### Met1 routing

Scale: 6 px per um.
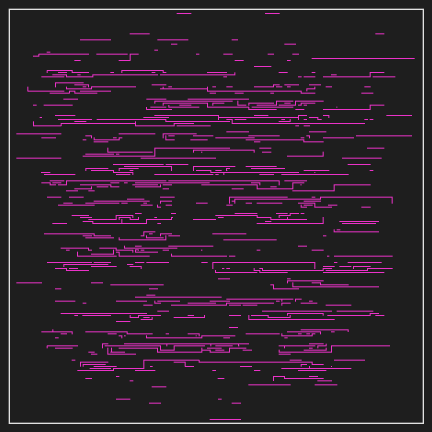
### Routing congestion map

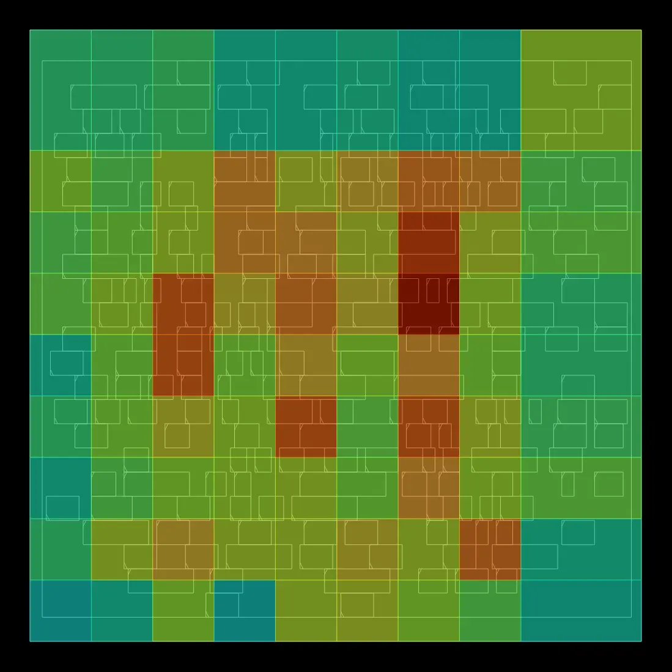
### Placement by cell class

Scale: 6 px per um.
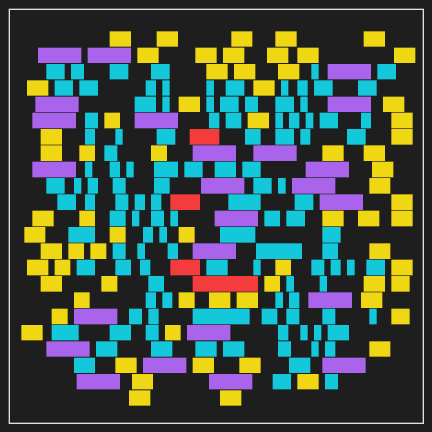
### Sizing map

Scale: 6 px per um.
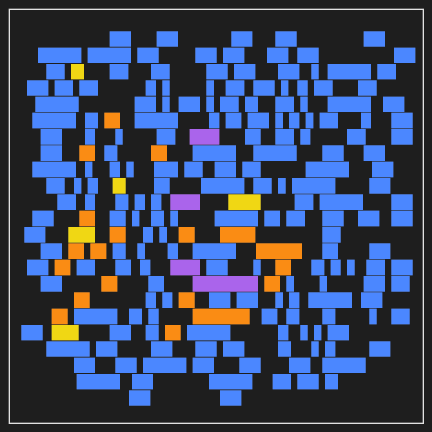
==> config.mk <==
export PLATFORM = sky130hd
export DESIGN_NAME = pipe_ctrl_unit
export DESIGN_NICKNAME = d
export VERILOG_FILES = /design/src/rtl/mips_pkg.sv /design/src/rtl/ctrl_decode.sv /design/src/rtl/pipe_ctrl_unit.sv
export SDC_FILE = /design/constraint.sdc
export NUM_CORES = 1
export LEC_CHECK = 0
export CAP_MARGIN = 20
export CELL_PAD_IN_SITES_DETAIL_PLACEMENT = 1
export CELL_PAD_IN_SITES_GLOBAL_PLACEMENT = 1
export CORE_UTILIZATION = 31
export CTS_CLUSTER_SIZE = 14
export DETAILED_ROUTE_END_ITERATION = 8
export GPL_ROUTABILITY_DRIVEN = 0
export MAX_ROUTING_LAYER = met4
export PLACE_DENSITY_LB_ADDON = 0.12
export SLEW_MARGIN = 20
export SYNTH_ARGS = -nofsm -noshare
export SYNTH_HDL_FRONTEND = slang
export SYNTH_SLANG_ARGS = --single-unit
==> constraint.sdc <==
create_clock -name clk -period 4.24 [get_ports clk]
set_clock_uncertainty 0.15 [all_clocks]
set_input_delay 0.848 -clock clk [delete_from_list [all_inputs] [get_ports clk]]
set_output_delay 0.848 -clock clk [all_outputs]
set_load 0.02 [all_outputs]
==> impl_metrics.env <==
# flow metrics
export IMPL_status="completed"
export IMPL_slew_headroom=0.4761
export IMPL_path_cells="clkdlybuf4s50_1 > buf_4 > nand2b_1 > nand3_1 > a2111o_1 > a21oi_4 > o21a_1 > o31ai_1 > dlygate4sd2_1"
export IMPL_fp_util=0.3333
export IMPL_synth_top_cell_area_share=0.3478
export IMPL_fillerInstances=478
export IMPL_numSynthFlops=24
export IMPL_clock_sinks=24
export IMPL_synth_cell_type_count=41
export IMPL_die_y_um=68.75
export IMPL_tightest_slew_ns=0.7799
export IMPL_synth_area_um2=1381
export IMPL_crit_slowest_cell="clkdlybuf4s50_1"
export IMPL_fin_hold_ws_ns=0.3216
export IMPL_largest_area_cell="dfxtp_1"
export IMPL_mostFrequentLayoutCell="clkdlybuf4s50_1"
export IMPL_place_detailed_hpwl_mm=3.355
export IMPL_worstPathMaxFanout=6
export IMPL_ys_async_sr_fraction=0
export IMPL_mostFrequentLayoutCells="51 x clkdlybuf4s50_1, 24 x dfxtp_1, 20 x nand2_1"
export IMPL_setup_worst_path_end_class="output port"
export IMPL_clockBufferDepth=2
export IMPL_arrival_ns=3.02
export IMPL_hold_path_depth=1
export IMPL_min_period_ns=4.017
export IMPL_cts_root_buf="clkbuf_8"
export IMPL_synthFlopType="dfxtp_1"
export IMPL_grt_ovfl_total=0
export IMPL_ys_seq_share=0.3478
export IMPL_tool_warnings=37
export IMPL_firstDrtPassIters=4
export IMPL_yosys_top_cells_count="24 x dfxtp_1, 20 x nand2_1, 12 x a22o_1, 12 x nand3_1, 9 x a32o_1"
Notes on 'Met1 routing' above:
nets with wire on the layer = 208
main direction = horizontal
share of all routed wire = 45%
longest straight run = 22.1 um
wire length on this layer = 1920 um
via count: 1408
WL final: 4.273 mm
grt met1 use: 0.2465

Notes on 'Routing congestion map' above:
Wirelength per Cell: 16.19 um
post-layout util: 0.5039

Notes on 'Placement by cell class' above:
purple -> registers  # cells 24, share of their area 24%
yellow -> remaining buffers and delay cells  # cells 69, share of their area 32%
cyan -> remaining logic cells  # cells 117, share of their area 41%
red -> clock drivers and dummy loads  # cells 4, share of their area 3.5%
sequential fraction of total cell area: 0.2301
post-layout instance area: 2088 um2
num rows: 23
core area: 4144 um2

Notes on 'Sizing map' above:
purple -> x6 and larger  # cells 4, share 1.9%
yellow -> x2  # cells 5, share 2.3%
orange -> x3 and x4  # cells 19, share 8.9%
blue -> x1 and smaller  # cells 186, share 87%
Area Growth Syn to Fin: 51.18%
Signal buffers: 69
Worst Slack Setup Final: 0.2234 ns

==> routing by layer <==
layer  wire length [um]  vias to the layer above  GRT usage
li1                   -                      690          -
met1               1918                      667     0.2465
met2               2091                       43     0.3480
met3                199                        8    0.02632
met4                 63                        0    0.05867
met5                  0                        -          -
==> area by class of cell <==
class,count,area (um2),area share
Sequential cell,24,480.5,0.2301
Inverter,1,3.754,0.001797
Clock inverter,1,30.03,0.01438
Clock buffer,3,41.29,0.01977
Timing Repair Buffer,69,648.1,0.3104
Tap cell,50,62.56,0.02996
Multi-Input combinational cell,116,822.0,0.3936
==> cells by family after synthesis <==
| group | after synthesis | synth area share |
|---|---|---|
| compound gates | 41 | 0.2645 |
| xor+xnor | 10 | 0.06341 |
| simple gates | 64 | 0.2554 |
| flops | 24 | 0.3478 |
| mux | 1 | 0.007247 |
| buf+inv | 13 | 0.06159 |
==> metrics by stage <==
stage               power (uW)  cell area, um2  worst slack, ns    util  TNS, ns
floorplan                290.9            1381           0.5551       -        0
global placement         342.3            2013          0.08245  0.4858        0
detailed placement       345.9            2013          -0.1631  0.4858  -0.3214
CTS                      546.8            2088           0.1971  0.5039        0
global route             563.1            2088          0.08666  0.5039        0
finish                   542.3            2088           0.2234  0.5039        0
==> repair_timing <==
item,4_1_cts,5_1_grt
setup endpoints to repair,2,0
gates resized,3,0
hold buffers,0,0
buffers inserted,0,0
==> power by group <==
group	internal [uW]	switching, uW	total [uW]	leakage (uW)
combinational	56.5	51.6	108	0.000572
sequential	229	3.05	232	0.000194
clock	126	76.1	202	0.0000357
total	412	131	542	0.000802
Power and IR drop assume default switching activity.
